$ cat config.mk
export PLATFORM = sky130hd
export DESIGN_NAME = regfile_mp_flat
export DESIGN_NICKNAME = d
export VERILOG_FILES = /design/src/rtl/regfile_mp_if.sv /design/src/rtl/regfile_mp.sv /design/src/flat_wrapper.sv
export SDC_FILE = /design/constraint.sdc
export NUM_CORES = 1
export LEC_CHECK = 0
export CAP_MARGIN = 20
export CELL_PAD_IN_SITES_DETAIL_PLACEMENT = 0
export CELL_PAD_IN_SITES_GLOBAL_PLACEMENT = 2
export CORE_UTILIZATION = 44
export DETAILED_ROUTE_END_ITERATION = 16
export PLACE_DENSITY_LB_ADDON = 0.1
export SLEW_MARGIN = 20
export SYNTH_ARGS = -nofsm -noshare
export SYNTH_HDL_FRONTEND = slang
export SYNTH_SLANG_ARGS = --single-unit
$ cat constraint.sdc
create_clock -name clk -period 3.5 [get_ports clk]
set_clock_uncertainty 0.05 [all_clocks]
set_input_delay 0.35 -clock clk [delete_from_list [all_inputs] [get_ports clk]]
set_output_delay 0.35 -clock clk [all_outputs]
set_load 0.01 [all_outputs]
$ cat src/rtl/regfile_mp_if.sv
// Register-file access bundle: read ports, writeback, scoreboard set, and busy.
// The master drives addresses and writes; the slave is the register file.
interface regfile_mp_if #(
    parameter int XLEN  = 32,
    parameter int NREGS = 32,
    parameter int NRD   = 2
);
    localparam int AW = $clog2(NREGS);

    logic [NRD*AW-1:0]   rd_addr;
    logic [NRD*XLEN-1:0] rd_data;
    logic [NRD-1:0]      rd_pending;
    logic                wr_en;
    logic [AW-1:0]       wr_addr;
    logic [XLEN-1:0]     wr_data;
    logic                sb_set;
    logic [AW-1:0]       sb_set_addr;
    logic                busy;

    modport master (
        output rd_addr, wr_en, wr_addr, wr_data, sb_set, sb_set_addr,
        input  rd_data, rd_pending, busy
    );
    modport slave (
        input  rd_addr, wr_en, wr_addr, wr_data, sb_set, sb_set_addr,
        output rd_data, rd_pending, busy
    );
endinterface

$ cat src/rtl/regfile_mp.sv
// Multi-read-port register file with write-pending scoreboard and a clear sequencer,
// so storage needs no reset. Optional write-to-read forwarding under `RF_BYPASS_EN.

module regfile_mp_rdport #(
    parameter int XLEN = 32,
    parameter int AW   = 5
) (
    input  logic [AW-1:0]   addr,
    input  logic [XLEN-1:0] word,
    input  logic            pend,
    input  logic            busy,
    input  logic            wr_en,
    input  logic [AW-1:0]   wr_addr,
    input  logic [XLEN-1:0] wr_data,
    output logic [XLEN-1:0] data,
    output logic            pending
);
`ifdef RF_BYPASS_EN
    always_comb begin
        data    = '0;
        pending = 1'b0;
        if (!busy && addr != '0) begin
            data    = word;
            pending = pend;
            if (wr_en && wr_addr == addr) begin
                data    = wr_data;
                pending = 1'b0;
            end
        end
    end
`else
    logic unused_byp;
    assign unused_byp = ^{wr_en, wr_addr, wr_data};

    always_comb begin
        data    = '0;
        pending = 1'b0;
        if (!busy && addr != '0) begin
            data    = word;
            pending = pend;
        end
    end
`endif
endmodule

module regfile_mp #(
    parameter int XLEN  = 32,
    parameter int NREGS = 32,
    parameter int NRD   = 2,
    localparam int AW   = $clog2(NREGS)
) (
    input  logic         clk,
    input  logic         reset,
    regfile_mp_if.slave  bus
);
    typedef enum logic {CLEAR, READY} state_e;

    state_e            state_q, state_d;
    logic [AW-1:0]     cnt_q, cnt_d;
    logic [NREGS-1:0]  pend_q, pend_d;
    logic [XLEN-1:0]   mem_q [NREGS];

    logic              mem_we;
    logic [AW-1:0]     mem_waddr;
    logic [XLEN-1:0]   mem_wdata;
    logic              busy, wr_ok, sb_ok;

    assign busy  = (state_q == CLEAR);
    assign wr_ok = bus.wr_en  && bus.wr_addr     != '0 && !busy;
    assign sb_ok = bus.sb_set && bus.sb_set_addr != '0 && !busy;

    always_comb begin
        state_d   = state_q;
        cnt_d     = cnt_q;
        pend_d    = pend_q;
        mem_we    = 1'b0;
        mem_waddr = bus.wr_addr;
        mem_wdata = bus.wr_data;
        if (busy) begin
            mem_we    = 1'b1;
            mem_waddr = cnt_q;
            mem_wdata = '0;
            // Terminal count holds rather than wrapping into x0.
            if (cnt_q == AW'(NREGS-1)) state_d = READY;
            else                       cnt_d   = cnt_q + 1'b1;
        end else begin
            mem_we = wr_ok;
            // Clear first so a same-address set re-marks the destination.
            if (wr_ok) pend_d[bus.wr_addr]     = 1'b0;
            if (sb_ok) pend_d[bus.sb_set_addr] = 1'b1;
        end
        pend_d[0] = 1'b0;
    end

    always_ff @(posedge clk) begin
        if (reset) begin
            state_q <= CLEAR;
            cnt_q   <= AW'(1);
            pend_q  <= '0;
        end else begin
            state_q <= state_d;
            cnt_q   <= cnt_d;
            pend_q  <= pend_d;
        end
    end

    always_ff @(posedge clk) begin
        if (mem_we && !reset) mem_q[mem_waddr] <= mem_wdata;
    end

    logic [NRD-1:0][XLEN-1:0] rd_data_w;
    logic [NRD-1:0]           rd_pend_w;

    for (genvar p = 0; p < NRD; p++) begin : g_rd
        logic [AW-1:0] a;
        assign a = bus.rd_addr[p*AW +: AW];
        regfile_mp_rdport #(.XLEN(XLEN), .AW(AW)) u_rd (
            .addr    (a),
            .word    (mem_q[a]),
            .pend    (pend_q[a]),
            .busy    (busy),
            .wr_en   (bus.wr_en),
            .wr_addr (bus.wr_addr),
            .wr_data (bus.wr_data),
            .data    (rd_data_w[p]),
            .pending (rd_pend_w[p])
        );
    end

    assign bus.rd_data    = rd_data_w;
    assign bus.rd_pending = rd_pend_w;
    assign bus.busy       = busy;
endmodule

$ cat src/flat_wrapper.sv
// flat-port wrapper written by rule: the top's interface ports become plain ports
module regfile_mp_flat 
#(
    parameter int XLEN  = 32,
    parameter int NREGS = 32,
    parameter int NRD   = 2,
    localparam int AW   = $clog2(NREGS)
)
  (clk, reset, bus_rd_addr, bus_wr_en, bus_wr_addr, bus_wr_data, bus_sb_set, bus_sb_set_addr, bus_rd_data, bus_rd_pending, bus_busy);
  regfile_mp_if #(.XLEN(XLEN), .NREGS(NREGS), .NRD(NRD)) bus_i ();
  input  logic clk;
  input  logic reset;
  input wire logic [$bits(bus_i.rd_addr)-1:0] bus_rd_addr;
  input wire logic [$bits(bus_i.wr_en)-1:0] bus_wr_en;
  input wire logic [$bits(bus_i.wr_addr)-1:0] bus_wr_addr;
  input wire logic [$bits(bus_i.wr_data)-1:0] bus_wr_data;
  input wire logic [$bits(bus_i.sb_set)-1:0] bus_sb_set;
  input wire logic [$bits(bus_i.sb_set_addr)-1:0] bus_sb_set_addr;
  output wire logic [$bits(bus_i.rd_data)-1:0] bus_rd_data;
  output wire logic [$bits(bus_i.rd_pending)-1:0] bus_rd_pending;
  output wire logic [$bits(bus_i.busy)-1:0] bus_busy;
  assign bus_i.rd_addr = bus_rd_addr;
  assign bus_i.wr_en = bus_wr_en;
  assign bus_i.wr_addr = bus_wr_addr;
  assign bus_i.wr_data = bus_wr_data;
  assign bus_i.sb_set = bus_sb_set;
  assign bus_i.sb_set_addr = bus_sb_set_addr;
  assign bus_rd_data = bus_i.rd_data;
  assign bus_rd_pending = bus_i.rd_pending;
  assign bus_busy = bus_i.busy;
  regfile_mp #(.XLEN(XLEN), .NREGS(NREGS), .NRD(NRD)) u_core (.clk(clk), .reset(reset), .bus(bus_i));
endmodule
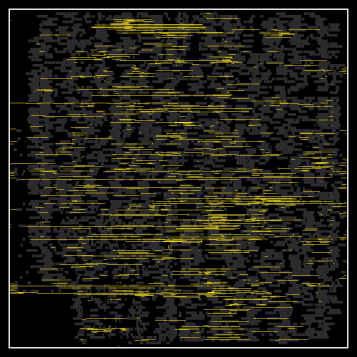
Fig. 1. Signal wires on met3.
(1 px per um)
nets with wire on the layer: 377
share of all routed wire: 8.4%
wire length on this layer: 13900 um
via count of the routed design: 29200
final wirelength: 165 mm
routing usage on met3: 0.0586

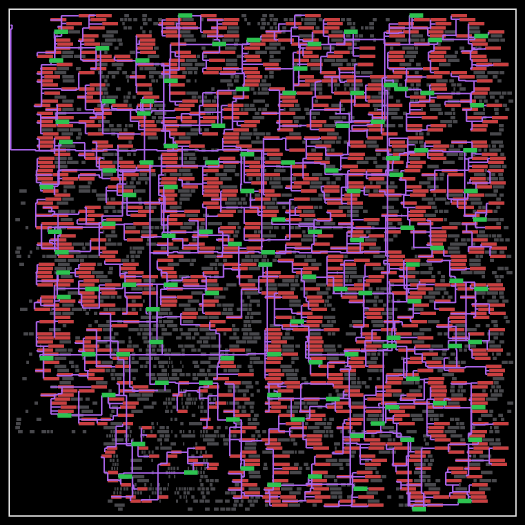
Fig. 2. Clock wires, drivers and flops.
(1.5 px per um)
[clock wires] purple | length: 13000 um
[clock-net drivers] green | count: 112
[flip-flops] red | count: 1061
routed clock nets: 113
worst-skew pair later-pin latency: 680 ps
power in the clock group: 11.7 mW
clock power share: 0.422

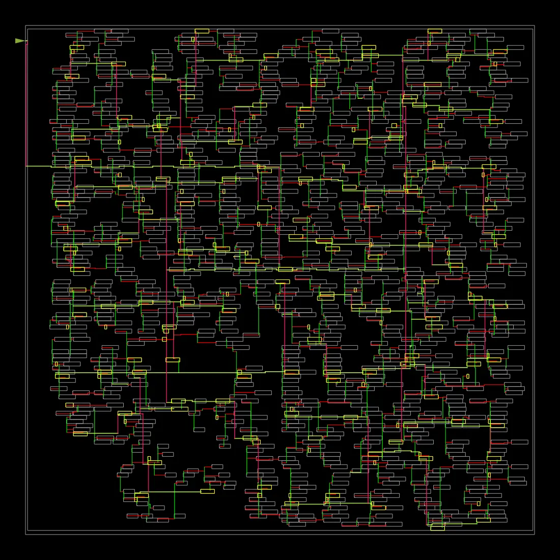
Fig. 3. Clock nets.
number of sinks handled by clock tree synthesis: 1061
layout sequential cell count: 1061
total clock buffers created by CTS: 112
number of clock-tree buffers in the layout: 139

==> flow_summary.toml <==
# physical design summary
[cts]
clock_tree.root_cell = "sky130_fd_sc_hd__clkbuf_16"
clk_transition_reported_paths_ps = 60
tritoncts_clock_tree = "done"
clockBufferDepth = 3
ctsHoldBuffers = 0
htree_num_levels = 3

[finish]
layout.area.seq_sq_um = 31500
mi_logic_area_sq_um = 17400
mostFrequentLayoutCells = "sky130_fd_sc_hd__edfxtp_1 (1024), sky130_fd_sc_hd__mux4_2 (461), sky130_fd_sc_hd__mux2i_1 (265), sky130_fd_sc_hd__buf_4 (178), sky130_fd_sc_hd__clkbuf_16 (116)"
final_util = 0.529
layout_top_cell_excl_fill_tap = "sky130_fd_sc_hd__edfxtp_1"
nNetsFinal = 2903
layout-area-overhead-vs-synth_pct = 18.9
layout_cell_share_with_drive_strength_beyond_1 = 0.335
num-fill-cells = 8754

[critical_path]
critical_path.endpoint = "bus_rd_data[46]"
worst-r2r-cell-count = 7
max_stage_delay_ps = 730
worstPathRequired_ps = 3100
critical_path.cell_chain = "inv_2 > or4_2 > buf_12 > buf_4 > o22a_1 > o221ai_1 > dlygate4sd2_1"
arrival_ps = 3060
cp_slowest_cell = "sky130_fd_sc_hd__or4_2"
crit_path_max_fanout = 13
critPathCaptureType = "output pin"
class_of_the_most_critical_setup_path = "reg -> out"
worstReg2RegEnd = "u_core.mem_q[20][22]$_DFFE_PP_"
setup.worst_path.start_class = "flip-flop"
critical_path.startpoint = "u_core.state_q$_SDFF_PP0_"
critical_register_to_register_path_startpoint = "u_core.state_q$_SDFF_PP0_"
r2r_setup_slk_ps = 450

[flow_run]
cap_violations = 0
warnings = 29

[timing]
rsz0062_at_grt = "true"
worst_pin_slew_ps = 1100
timing.final.crit_period_ps = 3460
final_hold_viol_count = 0
finalHoldWorstSlack_ps = 447
worst_slew_margin_rel = 0.265
final.period_utilization = 0.989
final_sum_of_negative_setup_slack_ps = 0
timing_max_transition_violations_final = 0
fmaxAchievable_mhz = 289
final-setup-viol-count = 0

[floorplanning]
core_util_floorplan = 0.445
die_w_um = 337
chip_area_sq_um = 114000
num_rows = 122
vertical_die_dimension_um = 337

[drt]
wl_per_cell_um = 37.3
drt.antenna.violating_nets = 0
first_drt_pass_iteration_count = 5
drt_iter0_markers = 3332
route.detailed.drc = 0
vias_per_cell = 6.61

[power]
fin_total_pwr_mw = 27.7
power.ir.vdd_worst_mv = 0.381
power.density_cell_area_nw_per_um2 = 472
p_leak_nw = 19.1

[synthesis]
synth_stat.cells = 2550
synth.avg_cell_area_sq_um = 19.4
enable_flop_cells = 1024
synth-warning-count = 0
synth_nets = 2608
seq_area_frac_synth = 0.638
synth-area-yosys_sq_um = 49300
syn-instance-count = 2550
postSynthRegisterBits = 1061
netlist_area_sq_um = 49300
ys.flop_type = "sky130_fd_sc_hd__edfxtp_1"
async_reset_ff_frac = 0
post_synth_cell_types = 50

[place]
dp_hpwl_mm = 98.4
gp_congestion = 0.833

[global_routing]
groute.usage.overall = 0.294
initial_antenna_violation_count = 7
grt_first_pass_wirelength_mm = 232
grt_start_max_net_pins = 94
overflow_left_after_global_routing = 0
vias_in_the_first_global_route = 30100

[hold_path]
worst_hold_path.num_cells = 2
worst_hold_path.endpoint = "u_core.pend_q[17]$_SDFFE_PP0P_"
worstHoldPathType = "reg -> reg"
worst_hold_startpoint = "u_core.pend_q[17]$_SDFFE_PP0P_"

[status]
status = "finished, final reports clean"
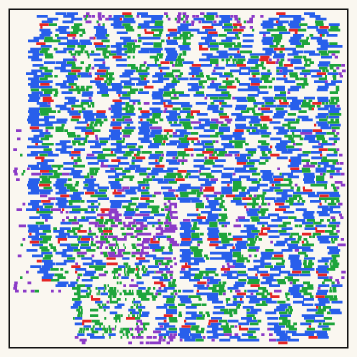
Fig. 4. Cell classes on the final placement.
(1 px per um)
| class | colour | cells |
|---|---|---|
| remaining buffers and delay cells | purple | 389 |
| remaining logic cells | green | 1281 |
| sequential cells | blue | 1061 |
| clock drivers and dummy loads | red | 205 |
core area: 111000 sq um
Seq area share: 0.537

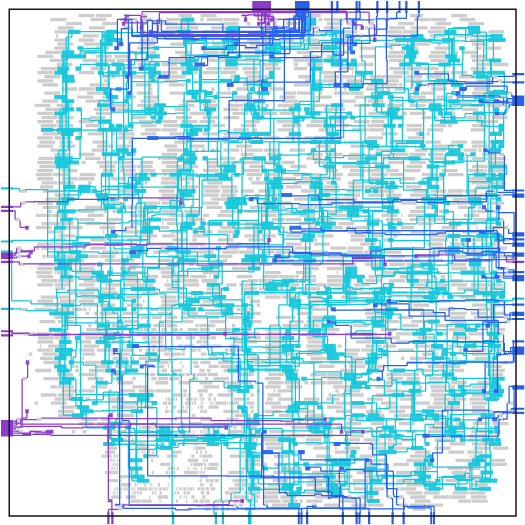
Fig. 5. Nets reached from selected ports.
(1.5 px per um)
| port | colour | bits | direction | edge | end cells | wire |
|---|---|---|---|---|---|---|
| bus_rd_addr | cyan | 10 | input | 5 bottom, 4 left, 1 right | 813 | 25.6 mm |
| bus_wr_data | purple | 32 | input | 16 left, 13 top, 2 bottom, 1 right | 32 | 2970 um |
| bus_rd_data | blue | 64 | output | 34 right, 19 top, 11 bottom | 64 | 7030 um |
number of I/O pins: 123
input/output buffers: 122

==> metrics by stage <==
stage / instances / cell area (sq um) / worst slack (ps)
2_1_floorplan: 2550 / 49300 / 284
3_3_place_gp: 4205 / 54500 / -589
3_5_place_dp: 4205 / 54500 / -358
4_1_cts: 4416 / 58400 / -160
5_1_grt: 4424 / 58700 / -12.2
6_report: 4425 / 58700 / 40.2
==> cell type report <==
cell class | instances | area share
sequential | 1061 | 0.537
clock buffer | 139 | 0.0510
inverter | 4 | 0.000256
clock inverter | 66 | 0.00968
timing repair buffer | 389 | 0.0743
multi-input combinational | 1277 | 0.296
tap | 1488 | 0.0317
antenna | 1 | 0.0000427
==> registers in the layout, indices dropped and copies added, names as in the netlist <==
name and count:
u_core.mem_q 1024, u_core.pend_q 31, u_core.cnt_q 5, u_core.state_q 1
==> kinds of logic (layout without fill, tap and decap cells) <==
kind of cell / count (synthesis) / count (layout) / synth area share
other: 0 / 1 / 0
AND-OR/OR-AND: 369 / 369 / 0.0557
adder cells (fa/ha/maj): 2 / 2 / 0.000507
flip-flops: 1061 / 1061 / 0.638
AND/OR/NAND/NOR: 174 / 174 / 0.0175
buffers and inverters: 212 / 598 / 0.0228
XOR/XNOR: 3 / 3 / 0.000533
multiplexers: 729 / 729 / 0.265
==> routing by layer <==
layer  GRT usage  vias to the layer above  share of wire
met5           0                        -        0.00027
met4      0.0932                        6          0.031
met3      0.0586                      272          0.084
met2       0.454                     1438           0.46
met1       0.419                    15900           0.42
li1            -                    11700              -
==> worst max-delay path, delay by kind of cell, from the launching register on <==
family | cells | cell delay (ps)
DFF | 1 | 360
and+or+nand+nor | 1 | 730
AOI/OAI and AO/OA | 2 | 440
buffers and inverters | 4 | 850
==> power breakdown <==
part / switching (mW) / internal [mW] / leakage (nW)
Sequential: 0.0558 / 13.8 / 9.42
Combinational: 1.12 / 0.972 / 7.96
Clock: 4.98 / 6.69 / 1.73
Total: 6.16 / 21.5 / 19.1
==> synthesized netlist by cell type, types with 33 or more instances <==
| cell | count | area (sq um) |
|---|---|---|
| sky130_fd_sc_hd__edfxtp_1 | 1024 | 30700 |
| sky130_fd_sc_hd__mux4_2 | 461 | 10400 |
| sky130_fd_sc_hd__mux2i_1 | 265 | 2650 |
| sky130_fd_sc_hd__clkbuf_1 | 87 | 327 |
| sky130_fd_sc_hd__buf_2 | 70 | 350 |
| sky130_fd_sc_hd__o221ai_1 | 66 | 578 |
| sky130_fd_sc_hd__a21oi_1 | 64 | 320 |
| sky130_fd_sc_hd__nor2_1 | 46 | 173 |
| sky130_fd_sc_hd__nand2_1 | 44 | 165 |
| sky130_fd_sc_hd__dfxtp_1 | 37 | 741 |
| sky130_fd_sc_hd__a22oi_1 | 35 | 263 |
| sky130_fd_sc_hd__a22o_1 | 34 | 298 |
| sky130_fd_sc_hd__and2_1 | 33 | 206 |
| sky130_fd_sc_hd__o22a_1 | 33 | 289 |
==> repair_timing <==
item | in CTS | in global routing
gates resized | 84 | 44
buffers inserted | 1 | 7
cloned | 5 | 1
setup endpoints to repair | 56 | 24
pin swaps | 3 | 10
Power figures rest on the tool's default switching activity, not on a simulated workload.
